### src/rtl/pwm_pkg.sv
// Shared register map, control bits and types for the MMIO PWM LED block.
package pwm_pkg;

  localparam int ADDR_CTRL     = 0;
  localparam int ADDR_PRESCALE = 1;
  localparam int ADDR_DUTY0    = 2;

  localparam int CTRL_ENABLE = 0;
  localparam int CTRL_INVERT = 1;

  localparam int PSC_W = 16;

  typedef struct packed {
    logic invert;
    logic enable;
  } ctrl_t;

endpackage

### src/rtl/mmio_pwm_leds_channel.sv
// One PWM channel: active duty register, compare and output flop.
// Build with PWM_FADE_EN to step the active duty one LSB per period.
module pwm_channel #(
  parameter int PWM_W = 8
) (
  input  logic             clk,
  input  logic             reset,
  input  logic [PWM_W:0]   shadow,
  input  logic [PWM_W-1:0] cnt,
  input  logic             wrap,
  input  logic             enable,
  input  logic             invert,
  output logic             pwm_out
);

  logic [PWM_W:0] active;
  logic [PWM_W:0] next_wrap;
  logic           raw;

`ifdef PWM_FADE_EN
  localparam logic [PWM_W:0] ONE = 1;

  always_comb begin
    next_wrap = active;
    if (active < shadow)
      next_wrap = active + ONE;
    else if (active > shadow)
      next_wrap = active - ONE;
  end
`else
  always_comb begin
    next_wrap = shadow;
  end
`endif

  // Widened compare: duty >= 2^PWM_W is full-on.
  assign raw = enable && ({1'b0, cnt} < active);

  always_ff @(posedge clk or posedge reset) begin
    if (reset) begin
      active  <= '0;
      pwm_out <= 1'b0;
    end else begin
      if (!enable)
        active <= shadow;
      else if (wrap)
        active <= next_wrap;
      pwm_out <= raw ^ invert;
    end
  end

endmodule

### src/rtl/mmio_pwm_leds.sv
// Memory-mapped NCH-channel PWM LED driver on the data-memory bus.
// Optional PWM_FADE_EN gives per-period duty fading in each channel.
module mmio_pwm_leds
  import pwm_pkg::*;
#(
  parameter int NCH          = 4,
  parameter int PWM_W        = 8,
  parameter int ADDR_W       = 5,
  parameter int PRESCALE_RST = 0
) (
  input  logic              clk,
  input  logic              reset,
  input  logic              sel,
  input  logic              we,
  input  logic [ADDR_W-1:0] addr,
  input  logic [31:0]       wdata,
  output logic [31:0]       rdata,
  output logic              rvalid,
  output logic [NCH-1:0]    pwm_out,
  output logic              period_tick
);

  localparam logic [PWM_W-1:0] CNT_MAX = '1;
  localparam logic [PWM_W-1:0] CNT_ONE = 1;
  localparam logic [PSC_W-1:0] PSC_ONE = 1;

  ctrl_t            ctrl;
  logic [PSC_W-1:0] prescale;
  logic [PSC_W-1:0] psc;
  logic [PWM_W-1:0] cnt;
  logic [PWM_W:0]   shadow [NCH];
  logic             tick;
  logic             wrap;
  logic             wr;
  logic             rd;
  logic [31:0]      rd_mux;
  logic             unused_wdata;

  assign wr           = sel && we;
  assign rd           = sel && !we;
  assign tick         = ctrl.enable && (psc >= prescale);
  assign wrap         = tick && (cnt == CNT_MAX);
  assign unused_wdata = ^wdata;

  always_ff @(posedge clk or posedge reset) begin
    if (reset) begin
      ctrl     <= '0;
      prescale <= PSC_W'(PRESCALE_RST);
      for (int k = 0; k < NCH; k++)
        shadow[k] <= '0;
    end else if (wr) begin
      if (addr == ADDR_W'(ADDR_CTRL))
        ctrl <= ctrl_t'(wdata[1:0]);
      if (addr == ADDR_W'(ADDR_PRESCALE))
        prescale <= wdata[PSC_W-1:0];
      for (int k = 0; k < NCH; k++)
        if (addr == ADDR_W'(ADDR_DUTY0 + k))
          shadow[k] <= wdata[PWM_W:0];
    end
  end

  // Disabled: hold the timebase at zero so re-enable starts a clean period.
  always_ff @(posedge clk or posedge reset) begin
    if (reset) begin
      psc         <= '0;
      cnt         <= '0;
      period_tick <= 1'b0;
    end else begin
      period_tick <= wrap;
      if (!ctrl.enable) begin
        psc <= '0;
        cnt <= '0;
      end else if (tick) begin
        psc <= '0;
        cnt <= cnt + CNT_ONE;
      end else begin
        psc <= psc + PSC_ONE;
      end
    end
  end

  always_comb begin
    rd_mux = '0;
    if (addr == ADDR_W'(ADDR_CTRL))
      rd_mux[1:0] = ctrl;
    if (addr == ADDR_W'(ADDR_PRESCALE))
      rd_mux[PSC_W-1:0] = prescale;
    for (int k = 0; k < NCH; k++)
      if (addr == ADDR_W'(ADDR_DUTY0 + k))
        rd_mux[PWM_W:0] = shadow[k];
  end

  always_ff @(posedge clk or posedge reset) begin
    if (reset) begin
      rdata  <= '0;
      rvalid <= 1'b0;
    end else begin
      rvalid <= rd;
      if (rd)
        rdata <= rd_mux;
    end
  end

  for (genvar k = 0; k < NCH; k++) begin : g_ch
    pwm_channel #(
      .PWM_W (PWM_W)
    ) u_ch (
      .clk     (clk),
      .reset   (reset),
      .shadow  (shadow[k]),
      .cnt     (cnt),
      .wrap    (wrap),
      .enable  (ctrl.enable),
      .invert  (ctrl.invert),
      .pwm_out (pwm_out[k])
    );
  end

endmodule

### config.mk
export PLATFORM = sky130hd
export DESIGN_NAME = mmio_pwm_leds
export DESIGN_NICKNAME = d
export VERILOG_FILES = /design/src/rtl/pwm_pkg.sv /design/src/rtl/mmio_pwm_leds_channel.sv /design/src/rtl/mmio_pwm_leds.sv
export SDC_FILE = /design/constraint.sdc
export NUM_CORES = 1
export LEC_CHECK = 0
export ABC_AREA = 1
export CORE_MARGIN = 1
export CORE_UTILIZATION = 59
export CTS_BUF_LIST = sky130_fd_sc_hd__clkbuf_8
export DETAILED_ROUTE_END_ITERATION = 12
export PLACE_DENSITY = 0.9
export SLEW_MARGIN = 25
export SYNTH_ARGS = -nofsm -noshare
export SYNTH_HDL_FRONTEND = slang
export SYNTH_SLANG_ARGS = --single-unit
### constraint.sdc
create_clock -name clk -period 7.25 [get_ports clk]
set_clock_uncertainty 0.15 [all_clocks]
set_input_delay 1.8125 -clock clk [delete_from_list [all_inputs] [get_ports clk]]
set_output_delay 1.8125 -clock clk [all_outputs]
set_load 0.02 [all_outputs]
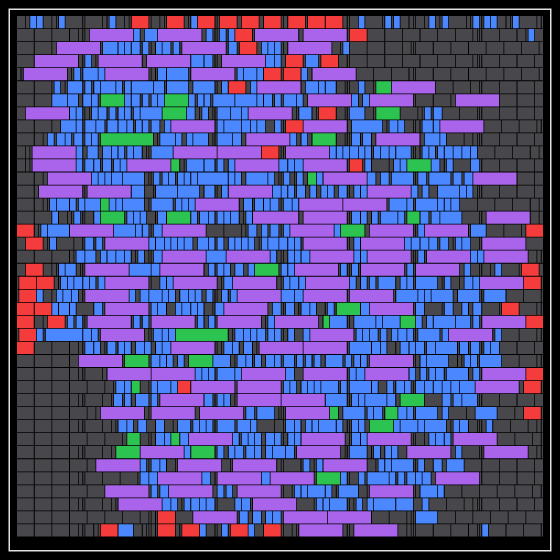
**Above:** run 1 (placement by cell class).
Fill, decap, tap and diode cells in gray.
color	class	cells	share of their area
red	other buffers and delay cells	48	6.1%
green	clock drivers and dummy loads	32	4.9%
blue	all other logic	688	46%
purple	flops	136	43%

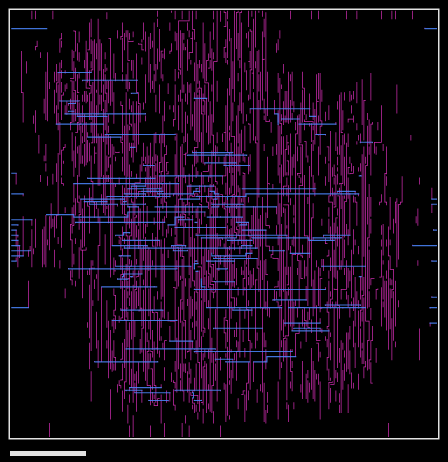
**Above:** run 1 (routed metal, one color a layer).
Scale bar: 20 um. Two of the layers only.
color	layer	wire length
magenta	met2	7890 um
blue	met3	1220 um

==> metrics.yaml, run 1 <==
slew_headroom_pct: 37.98
clockPowerShare_pct: 33.5
fin_area_um2: 8021
switching_share_pct: 30.21
drc: 0
die_h_um: 112.7
timing.fmax_mhz: 246.1
r2r_start: "psc[7]$_DFF_PP0_"
clk_path_buf_depth: 2
coreArea_um2: 11960
status: "finished, final reports clean"
fin_crit_sh_pct: 56.05
worstPathRequired_ns: 7.39
synth-seq-cells: 136
clkTransAtPathRegs_ns: 0.08
lay_top_cells: "nand2_1, dfrtp_1, inv_1"
cp.arrival_ns: 4.21
antennaDiodeCount: 0
reg2reg_depth: 11
p_per_area_nw_per_um2: 224.2
worst_slack_ns: 3.186
p_switching_uw: 543.4
tightest_slew_ns: 0.9280
hold_buffers: 0
final.setup.tns_ns: 0
grt_pass1_vias: 5580
fp-utilization_pct: 60.43
path_max_fanout: 32
layout_min_cycle_time_ns: 4.064
rows: 40
pre_cts_ws_ns: 2.849
syn_avg_cell_area_um2: 8.464
hold_path_depth: 2
place_congestion: 0.8750
pwr-share-seq_pct: 50.0
root_buffer: "clkbuf_8"
synth_cells: 854
die_width_um: 112.7
setup_viol: 0
synth_area_um2: 7228
netlist.area_leader.share_pct: 47.08
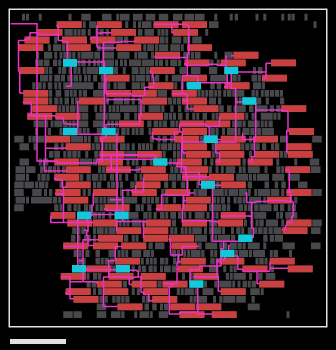
**Above:** run 1 (clock wires, drivers and flops).
Scale bar: 20 um.
[magenta] clock wires | length: 1550 um
[red] flip-flops | count: 136
[cyan] cells driving clock nets | count: 17
flops lie	all over the die

[run 1: cells in the mapped netlist]
master,number
o31ai_1,7
inv_1,89
nand3_1,39
xor2_1,14
a21o_1,1
buf_6,3
nor3_1,7
nor2_1,52
clkinv_1,2
xnor2_1,2
a21oi_2,1
nand3_4,2
nand2_2,3
buf_4,23
dfrtp_1,136
nor2_2,3
buf_8,2
clkbuf_1,9
nand4_1,7
nand3_2,20
nand2_4,2
conb_1,1
nor4_4,1
a21oi_1,34
buf_2,7
ha_1,46
o21ai_0,72
o21ai_1,10
o21bai_1,1
or2_2,1
nor3b_1,1
nor4_1,3
clkbuf_2,1
a211oi_1,7
nor3_2,1
nand2_1,244
[run 1: flip-flops by register name, indices dropped and copies added, names as in the netlist, 2 cells and up]
register,count
shadow,36
rdata,16
g_ch.u_ch.pwm_out,4
g_ch.u_ch.active,36
prescale,16
cnt,8
psc,16
ctrl,2
[run 1: routing by layer]
metal	global-route usage [%]	part of all wire, %	up-vias
met5	0	0	-
met3	5.562	7.4	35
met1	37.79	43	2803
met4	12.09	2.1	0
met2	44.32	48	251
li1	-	-	2812
[run 1: cells by family after synthesis]
logic type                 Yosys count  synth area share, %
and+or+nand+nor                    386                24.13
buffers and inverters              136                9.018
DFF                                136                47.08
AOI/OAI and AO/OA                  133                9.815
adders and majority gates           46                7.963
xor gates and xnor gates            16                1.939
other                                1              0.05188
[run 1: worst max-delay path, stage by stage]
cell and delay (ns):
clkdlybuf4s50_1 0.45, inv_1 0.08, nor2_1 0.13, nand3_1 0.52
inv_1 0.26, nand2_1 0.57, nand2_1 0.26, o21ai_0 0.12
[run 1: final cells by class]
class	count	area share, %
multi-input combinational	597	40.26
clock buffer	18	3.088
inverter	91	4.321
tap	147	2.293
clock inverter	14	1.669
timing repair buffer	48	5.927
sequential	136	42.44
[run 1: worst max path at each step]
stage | slack [ns] | end | start | depth (start not counted)
finish | 3.19 | prescale[4]$_DFFE_PP0P_ | addr[0] | 8
detailed placement | 2.85 | prescale[4]$_DFFE_PP0P_ | addr[0] | 8
floorplan | 1.65 | cnt[0]$_DFFE_PP0P_ | reset | 1
global route | 2.96 | prescale[5]$_DFFE_PP0P_ | addr[0] | 7
global placement | 2.87 | prescale[11]$_DFFE_PP0P_ | addr[0] | 8
CTS | 3.27 | prescale[4]$_DFFE_PP0P_ | addr[0] | 8
[run 1: metrics by stage]
| stage | cells | util (%) |
|---|---|---|
| floorplan | 869 | - |
| global placement | 1019 | 63.87 |
| detailed placement | 1019 | 63.87 |
| CTS | 1051 | 67.06 |
| global route | 1051 | 67.06 |
| finish | 1051 | 67.06 |
[run 1: power by group through the flow]
stage | registers, mW | logic, mW | clock network (mW)
after CTS | 0.896 | 0.298 | 0.608
final | 0.899 | 0.298 | 0.602
after global placement | 0.906 | 0.283 | 0
after detailed placement | 0.909 | 0.295 | 0
after global routing | 0.906 | 0.337 | 0.644
after floorplan | 0.899 | 0.222 | 0
## Run 2: what changed since run 1
--- a/config.mk
+++ b/config.mk
@@ -7,10 +7,10 @@
 export LEC_CHECK = 0
 export ABC_AREA = 1
 export CORE_MARGIN = 1
-export CORE_UTILIZATION = 59
+export CORE_UTILIZATION = 53
 export CTS_BUF_LIST = sky130_fd_sc_hd__clkbuf_8
 export DETAILED_ROUTE_END_ITERATION = 12
-export PLACE_DENSITY = 0.9
+export PLACE_DENSITY = 0.86
 export SLEW_MARGIN = 25
 export SYNTH_ARGS = -nofsm -noshare
 export SYNTH_HDL_FRONTEND = slang
==> constraint.sdc (replaced) <==
create_clock -name clk -period 3.66 [get_ports clk]
set_clock_uncertainty 0.15 [all_clocks]
set_input_delay 0.915 -clock clk [delete_from_list [all_inputs] [get_ports clk]]
set_output_delay 0.915 -clock clk [all_outputs]
set_load 0.02 [all_outputs]
==> run 2 against run 1 <==
Global-route usage fell by 2.3 points. Combinational power rose by 99%. Critical endpoint is now rdata[2]$_DFFE_PP0P_. First-iteration DRC count rose by 7.0%. Routed wire length rose by 0.73%. Via count fell by 0.53%. Largest power group unchanged. Worst hold slack got worse by 0.0056 ns. Cell count rose by 3.3%. Utilization fell by 5.3 points. Clock-buffer cell count rose by 2. Clock power rose by 140%.
==> metrics.yaml, run 2 <==
status: "finished, final reports clean"  # unchanged
coreArea_um2: 13300  # was 11960 um2
layout_min_cycle_time_ns: 2.711
syn_avg_cell_area_um2: 8.464  # unchanged
flop_cell: "dfrtp_1"  # unchanged
reg_top3: "g_ch.u_ch.active: 36 flops, shadow: 36 flops"  # unchanged
root_buffer: "clkbuf_8"  # unchanged
p_per_area_nw_per_um2: 466.3  # was 224.2 nW/um2
ys_sh_aoi_pct: 9.815  # unchanged
ys_top_cells_by_count: "nand2_1, dfrtp_1, inv_1, o21ai_0, nor2_1"  # unchanged
hold_buffers: 0  # unchanged
slew_headroom_pct: 40.79  # was 37.98%
ys_top_logic_family: "simple AND/OR/NAND/NOR gates"  # unchanged
synth-seq-cells: 136  # unchanged
reg2reg_depth: 8  # was 11
final_util_pct: 61.80  # was 67.06%
top_cell: "nand2_1"  # unchanged
cp.arrival_ns: 2.95  # was 4.21 ns
place_congestion: 0.8652  # was 0.8750
fp-utilization_pct: 54.37  # was 60.43%
tightest_slew_ns: 0.8871  # was 0.9280 ns
antennaDiodeCount: 0  # unchanged
die_h_um: 118.8  # was 112.7 um
clk_path_buf_depth: 2  # unchanged
clkTransAtPathRegs_ns: 0.08  # about the same
adder_share_pct: 7.963  # unchanged
hold_path_depth: 2  # unchanged
netlist.area_leader.share_pct: 47.08  # unchanged
mux_area_share_pct: 0  # unchanged
path_buffers: 2  # was 3
slowest_delay_ns: 0.56  # was 0.57 ns
drc: 0  # unchanged
cp_top_family: "AND-OR/OR-AND gates"  # was simple AND/OR/NAND/NOR gates
path_max_fanout: 16  # was 32
synth_cells: 854  # unchanged
xor_share_pct: 1.939  # unchanged
path_cells: "clkdlybuf4s50_1, inv_1, nor2_1, nand3_1, o21ai_0, a211oi_1, o21ai_1"  # was clkdlybuf4s50_1, inv_1, nor2_1, nand3_1, inv_1, nand2_1, nand2_1, o21ai_0
synthArstFlopShare_pct: 100.0  # unchanged
synth_area_um2: 7228  # unchanged
r2r_start: "psc[13]$_DFF_PP0_"  # was psc[7]$_DFF_PP0_
die_width_um: 118.8  # was 112.7 um
## run 2: cell count changes in the layout (fill, tap and decap cells not counted)
cell	delta
inv_6	-1
clkinv_4	-1
clkinv_2	-3
buf_12	+2
bufinv_16	+3
clkbuf_8	+2
clkinvlp_4	+1
buf_4	+4
inv_1	-1
## run 2: layout make-up
cell class	count	area share, %
repair buffers	54	6.639
flip-flops and latches	136	41.43
inverters	91	4.203
clock inverters	12	2.391
multi-input cells	597	39.30
well taps	176	2.680
clock buffers	20	3.350
## run 2: worst max path at each step
stage,start,to,slack [ns],depth (start not counted)
floorplan,reset,cnt[0]$_DFFE_PP0P_,0.90,1
global placement,addr[0],rdata[4]$_DFFE_PP0P_,0.59,7
detailed placement,addr[0],rdata[2]$_DFFE_PP0P_,0.51,7
CTS,addr[0],rdata[2]$_DFFE_PP0P_,0.99,7
global route,addr[0],rdata[2]$_DFFE_PP0P_,0.87,7
finish,addr[0],rdata[2]$_DFFE_PP0P_,0.95,7
## run 2: worst register-to-register path, delay by kind of cell (launching register included)
family                   cells  cell delay (ns)
AND-OR/OR-AND                2             0.31
adder cells (fa/ha/maj)      1             0.31
buffers and inverters        1             0.04
flip-flops                   1             0.44
AND/OR/NAND/NOR              4             1.16
## run 2: cell families (layout without fill, tap and decap cells)
kind of cell | Yosys count | after routing
simple gates | 386 | 386
flops | 136 | 136
buf+inv | 136 | 177
compound gates | 133 | 133
fa+ha+maj | 46 | 46
xor+xnor | 16 | 16
other cells | 1 | 16
## run 2: where the power goes
part	switching, mW	total (mW)	internal (mW)
logic	0.380	0.594	0.214
registers	0.117	1.78	1.66
clock network	0.594	1.46	0.862
## run 2: metal layers
| metal | share of wire (%) | routed length [um] | vias to the layer above | global-route usage [%] |
|---|---|---|---|---|
| met5 | 0 | 0 | - | 0 |
| met3 | 6.8 | 1138 | 41 | 5.792 |
| met4 | 3.6 | 594 | 0 | 12.03 |
| met1 | 44 | 7327 | 2772 | 35.27 |
| li1 | - | - | 2813 | - |
| met2 | 45 | 7561 | 244 | 38.63 |
## run 2: per-stage QoR
step                      total power [mW]  area, um2  instances  hold slack [ns]  setup slack (ns)
final                                3.832       8217       1086           0.3338            0.9486
after global routing                 4.019       8217       1086           0.3648            0.8720
after CTS                            3.843       8217       1086           0.3408            0.9919
after detailed placement             2.396       7745       1054           0.3202            0.5099
after global placement               2.366       7745       1054           0.3167            0.5912
after floorplan                      2.219       7288        869           0.3030            0.9019
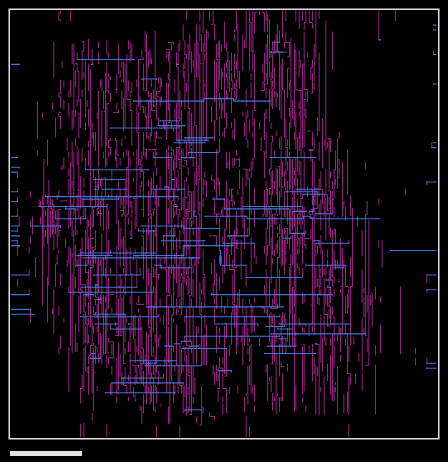
**Above:** run 2 (routed metal, one color a layer).
Scale bar: 20 um. Two of the layers only.
color	layer	wire length
blue	met3	1140 um
magenta	met2	7560 um

Power and IR drop assume default switching activity.
